Met1 routing:
Drawn at 4 px/um. Supply wires on this layer in grey.
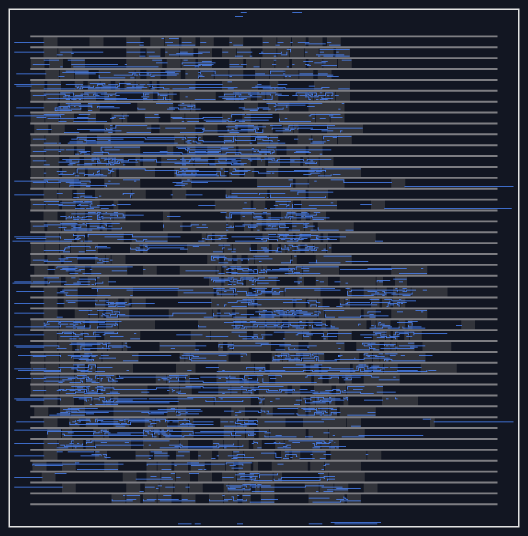
Met2 routing:
Drawn at 4 px/um.
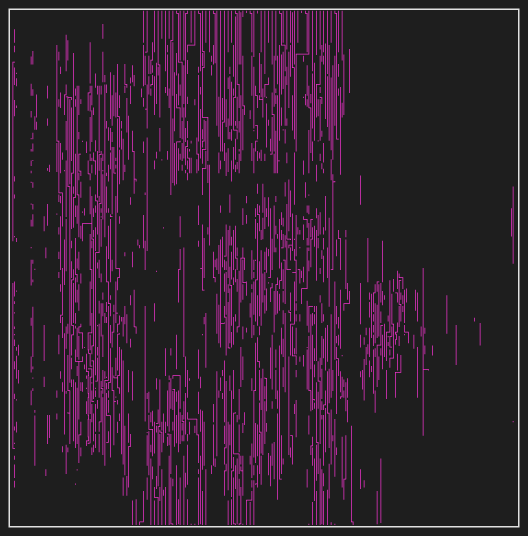
M3 wires:
Drawn at 4 px/um.
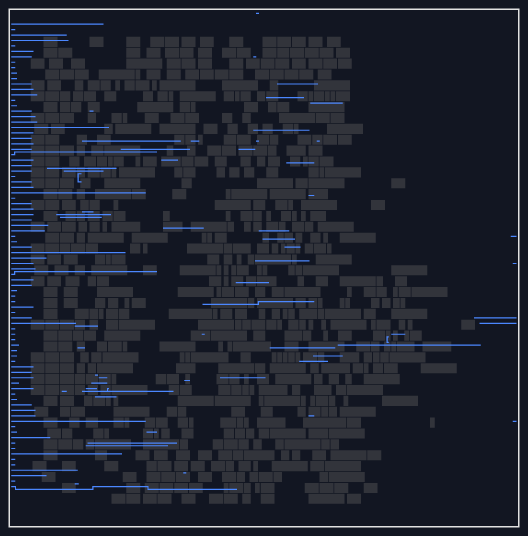
The metal 4 layer:
Drawn at 3 px/um. Supply wires on this layer in grey.
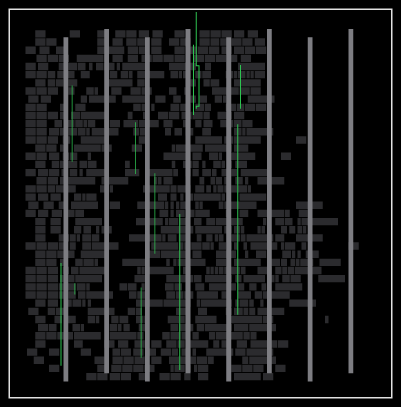
==> src/rtl/tx_ctrl_arb.sv <==
// Round-robin arbiter and sequencer sharing one tx_ctrl frame path among
// NREQ requesters: pick a winner, latch its frame fields, fire now_send,
// wait for frame_done or timeout, report done/err, then hold an idle gap.
//
// state | meaning
// IDLE  | arbitrate among active requests, latch winner's fields
// LATCH | grant and fields valid for one cycle
// SEND  | now_send high for this cycle, wait counter cleared
// WAIT  | count cycles until frame_done or TMO-1
// GAP   | grant dropped, count GAP cycles before returning to IDLE
module tx_ctrl_arb #(
  parameter int NREQ = 4,
  parameter int TMO  = 4096,
  parameter int GAP  = 8
) (
  input  logic                 clk_sys,
  input  logic                 rst_n,
  input  logic [NREQ-1:0]      req,
  input  logic [8*NREQ-1:0]    req_dev_id,
  input  logic [8*NREQ-1:0]    req_mod_id,
  input  logic [8*NREQ-1:0]    req_addr,
  input  logic [8*NREQ-1:0]    req_data,
  input  logic                 frame_done,
  output logic [NREQ-1:0]      grant,
  output logic [NREQ-1:0]      done,
  output logic [NREQ-1:0]      err,
  output logic                 now_send,
  output logic [7:0]           dev_id,
  output logic [7:0]           mod_id,
  output logic [7:0]           addr,
  output logic [7:0]           data,
  output logic                 busy
);

  localparam int PW = (NREQ > 1) ? $clog2(NREQ) : 1;
  localparam logic [19:0] TMO_LAST = 20'(TMO - 1);
  localparam logic [7:0]  GAP_LAST = 8'(GAP - 1);

  typedef enum logic [2:0] {S_IDLE, S_LATCH, S_SEND, S_WAIT, S_GAP} state_t;

  state_t          state;
  logic [PW-1:0]   rr;
  logic [PW-1:0]   win;
  logic [NREQ-1:0] gnt_next;
  logic [19:0]     wcnt;
  logic [7:0]      gcnt;
  logic [7:0]      sel_dev, sel_mod, sel_addr, sel_data;

  // Winner search: walk downward in distance so the nearest set bit above rr wins.
  always_comb begin
    int cand;
    cand = 0;
    win  = rr;
    for (int i = NREQ; i >= 1; i--) begin
      cand = int'(rr) + i;
      if (cand >= NREQ) cand = cand - NREQ;
      if (req[PW'(cand)]) win = PW'(cand);
    end
  end

  // One-hot grant and field mux for the current winner.
  always_comb begin
    gnt_next = '0;
    gnt_next[win] = 1'b1;
    sel_dev  = '0;
    sel_mod  = '0;
    sel_addr = '0;
    sel_data = '0;
    for (int i = 0; i < NREQ; i++) begin
      if (win == PW'(i)) begin
        sel_dev  = req_dev_id[i*8 +: 8];
        sel_mod  = req_mod_id[i*8 +: 8];
        sel_addr = req_addr[i*8 +: 8];
        sel_data = req_data[i*8 +: 8];
      end
    end
  end

  // Sequencer FSM; every output is a register.
  always_ff @(posedge clk_sys or negedge rst_n) begin
    if (!rst_n) begin
      state    <= S_IDLE;
      rr       <= PW'(NREQ - 1);
      grant    <= '0;
      done     <= '0;
      err      <= '0;
      now_send <= 1'b0;
      dev_id   <= '0;
      mod_id   <= '0;
      addr     <= '0;
      data     <= '0;
      busy     <= 1'b0;
      wcnt     <= '0;
      gcnt     <= '0;
    end else begin
      done     <= '0;
      err      <= '0;
      now_send <= 1'b0;
      case (state)
        S_IDLE: begin
          if (|req) begin
            rr     <= win;
            grant  <= gnt_next;
            dev_id <= sel_dev;
            mod_id <= sel_mod;
            addr   <= sel_addr;
            data   <= sel_data;
            busy   <= 1'b1;
            state  <= S_LATCH;
          end
        end
        S_LATCH: begin
          now_send <= 1'b1;
          state    <= S_SEND;
        end
        S_SEND: begin
          wcnt  <= '0;
          state <= S_WAIT;
        end
        S_WAIT: begin
          // frame_done takes priority over a timeout on the same cycle
          if (frame_done) begin
            done  <= grant;
            grant <= '0;
            gcnt  <= '0;
            state <= S_GAP;
          end else if (wcnt == TMO_LAST) begin
            err   <= grant;
            grant <= '0;
            gcnt  <= '0;
            state <= S_GAP;
          end else begin
            wcnt <= wcnt + 20'd1;
          end
        end
        S_GAP: begin
          if (gcnt == GAP_LAST) begin
            busy  <= 1'b0;
            state <= S_IDLE;
          end else begin
            gcnt <= gcnt + 8'd1;
          end
        end
        default: state <= S_IDLE;
      endcase
    end
  end

endmodule
==> config.mk <==
export PLATFORM = sky130hd
export DESIGN_NAME = tx_ctrl_arb
export DESIGN_NICKNAME = d
export VERILOG_FILES = /design/src/rtl/tx_ctrl_arb.sv
export SDC_FILE = /design/constraint.sdc
export NUM_CORES = 1
export LEC_CHECK = 0
export CAP_MARGIN = 40
export CORE_AREA = 5 5 122 124
export CTS_BUF_LIST = sky130_fd_sc_hd__clkbuf_8
export CTS_CLUSTER_DIAMETER = 150
export DETAILED_ROUTE_END_ITERATION = 8
export DIE_AREA = 0 0 127 129
export PLACE_DENSITY = 0.76
export RECOVER_POWER = 50
export SYNTH_ARGS = -nofsm -noshare
export SYNTH_HDL_FRONTEND = slang
export SYNTH_SLANG_ARGS = --single-unit
export TNS_END_PERCENT = 5
==> constraint.sdc <==
create_clock -name clk_sys -period 2.9 [get_ports clk_sys]
set_input_delay 0.435 -clock clk_sys [delete_from_list [all_inputs] [get_ports clk_sys]]
set_output_delay 0.435 -clock clk_sys [all_outputs]
set_load 0.01 [all_outputs]
==> impl_metrics.yaml <==
# implementation run metrics
worst_setup_path:
  critPathSlowestCell: "or4_4"
  ff2ff_setup_slack_ps: 490
  critPathRequiredTime_ps: 3160
  reg2regPathDepth: 5
  criticalPathCategory: "reg -> reg"
  crit_chain: "or4_1 -> or4_4 -> o21ai_1 -> or2_2 -> mux2i_1"
  timing.rr.end: "gcnt[0]"
  worstSetupStartpoint: "wcnt[16]"
global_route:
  grt_pass1_vias: 4853
  antenna_found_initial: 0
placement:
  pre_cts_slack_ps: 352
  placed_cells: 831
sta:
  finClkSkew_ps: 12.9
  fin_ws_ps: 493
  finalSetupTns_ps: 0
  rsz0062_at_grt: "no"
  setup-violations-final: 0
  post-route-period-util_pct: 83.0
  slew_violations: 39
  hold_viol: 0
  worstMarginPinSlew_ps: 2160
clocking:
  cts_buffer_depth: 2
  clock_sink_count: 79
synth:
  ys_async_sr_fraction_pct: 100
  synth-edff-count: 0
  syn-num-nets: 637
  synth.yosys.seq_area_share_pct: 42.2
  yosysWarnings: 0
  synth_area_sq_um: 4690
floorplanning:
  chipWidth_um: 127
  die_y_um: 129
  ios: 181
pwr:
  switching_power_uw: 2160
  ir_drop_uv: 410
detailed_routing:
  postRouteAntennaNets: 0
  drc_errors: 0
  first_pass_iters: 5
  drt_iter0_drc: 280
run:
  cap_viol_max_count: 1
  warning_count: 26
outcome:
  status: "finished, violations left"
  violations: "max-capacitance violations, max-slew violations"
cells_and_area:
  final_nets: 799
-- 'met1 routing' (at the start) --
main direction: horizontal
share of all routed wire: 40%
Vias: 4727
routing usage on met1: 22.6%
WL final: 15200 um

-- 'met2 routing' (at the start) --
wire length on this layer: 7680 um
main direction: vertical
met2 GRT Util: 31.5%

-- 'M3 wires' (at the start) --
nets with wire on the layer: 125
main direction: horizontal
share of all routed wire: 6.9%
met3 Use GR: 3.86%

-- 'the metal 4 layer' (at the start) --
share of all routed wire: 2.1%
nets with wire on the layer: 9
longest straight run: 63.2 um
main direction: vertical
wire length on this layer: 315 um

==> area by class of cell <==
cell class,count,area [sq um]
clock buffer,9,124
tap,180,225
sequential,79,1980
timing repair buffer,198,1980
fill,1263,6710
multi-input combinational,371,2540
inverter,3,11.3
clock inverter,7,95.1
==> power groups by stage <==
stage | logic, uW | clock network, uW | registers, uW
4_1_cts | 2810 | 942 | 1700
6_report | 2770 | 918 | 1700
5_1_grt | 3010 | 979 | 1740
3_3_place_gp | 2720 | 0 | 1710
3_5_place_dp | 2810 | 0 | 1720
2_1_floorplan | 1540 | 0 | 1720
==> stage by stage <==
stage / hold WS, ps / cell area, sq um
finish: 495 / 6960
global route: 520 / 6960
CTS: 45.0 / 6960
detailed placement: 449 / 6740
global placement: 480 / 6720
floorplan: 139 / 4690
==> worst min-delay path by stage <==
stage                         start         to  cells past startpoint
after global routing        addr[1]    addr[1]                      2
after global placement    dev_id[0]  dev_id[0]                      2
after detailed placement      rst_n     err[1]                      1
after CTS                     rst_n   now_send                      1
after floorplan               rst_n    addr[0]                      0
final                       addr[1]    addr[1]                      2
==> logic make-up after synthesis <==
family                     share of synthesized area [%]
and+or+nand+nor                                     20.4
muxes                                               7.25
buffers and inverters                               4.21
xor gates and xnor gates                            3.73
AOI/OAI and AO/OA                                   21.7
adders and majority gates                          0.533
DFF                                                 42.2
==> synthesized netlist by cell type, types with 4 or more instances <==
cell	n	area, sq um
mux2i_1	34	340
nor3_1	4	20.0
o211ai_1	33	248
nor2b_1	5	31.3
nand4_1	40	250
o21ai_0	7	35.0
nand2_1	52	195
nor2_1	34	128
dfrtp_1	77	1930
buf_1	4	15.0
and3_1	12	75.1
o31ai_1	35	263
xor2_1	17	149
nand3_1	16	80.1
or4_1	4	30.0
a211o_1	32	280
clkbuf_1	37	139
buf_2	5	25.0
==> layer usage <==
layer	part of all wire, %	global-route usage, %
met5	0	0
met4	2.1	6.31
met3	6.9	3.86
met2	51	31.5
met1	40	22.6
==> critical path, delay by kind of cell, from the launching register on <==
kind	cells	cell delay [ps]
compound gates	1	480
simple gates	3	1330
mux	1	60
flops	1	430
==> state kept, by name (all words and copies together) (netlist names), 8 cells and up <==
signal and flops:
wcnt 20, mod_id 8, gcnt 8, data 8, addr 8, dev_id 8
Power and IR drop assume default switching activity.
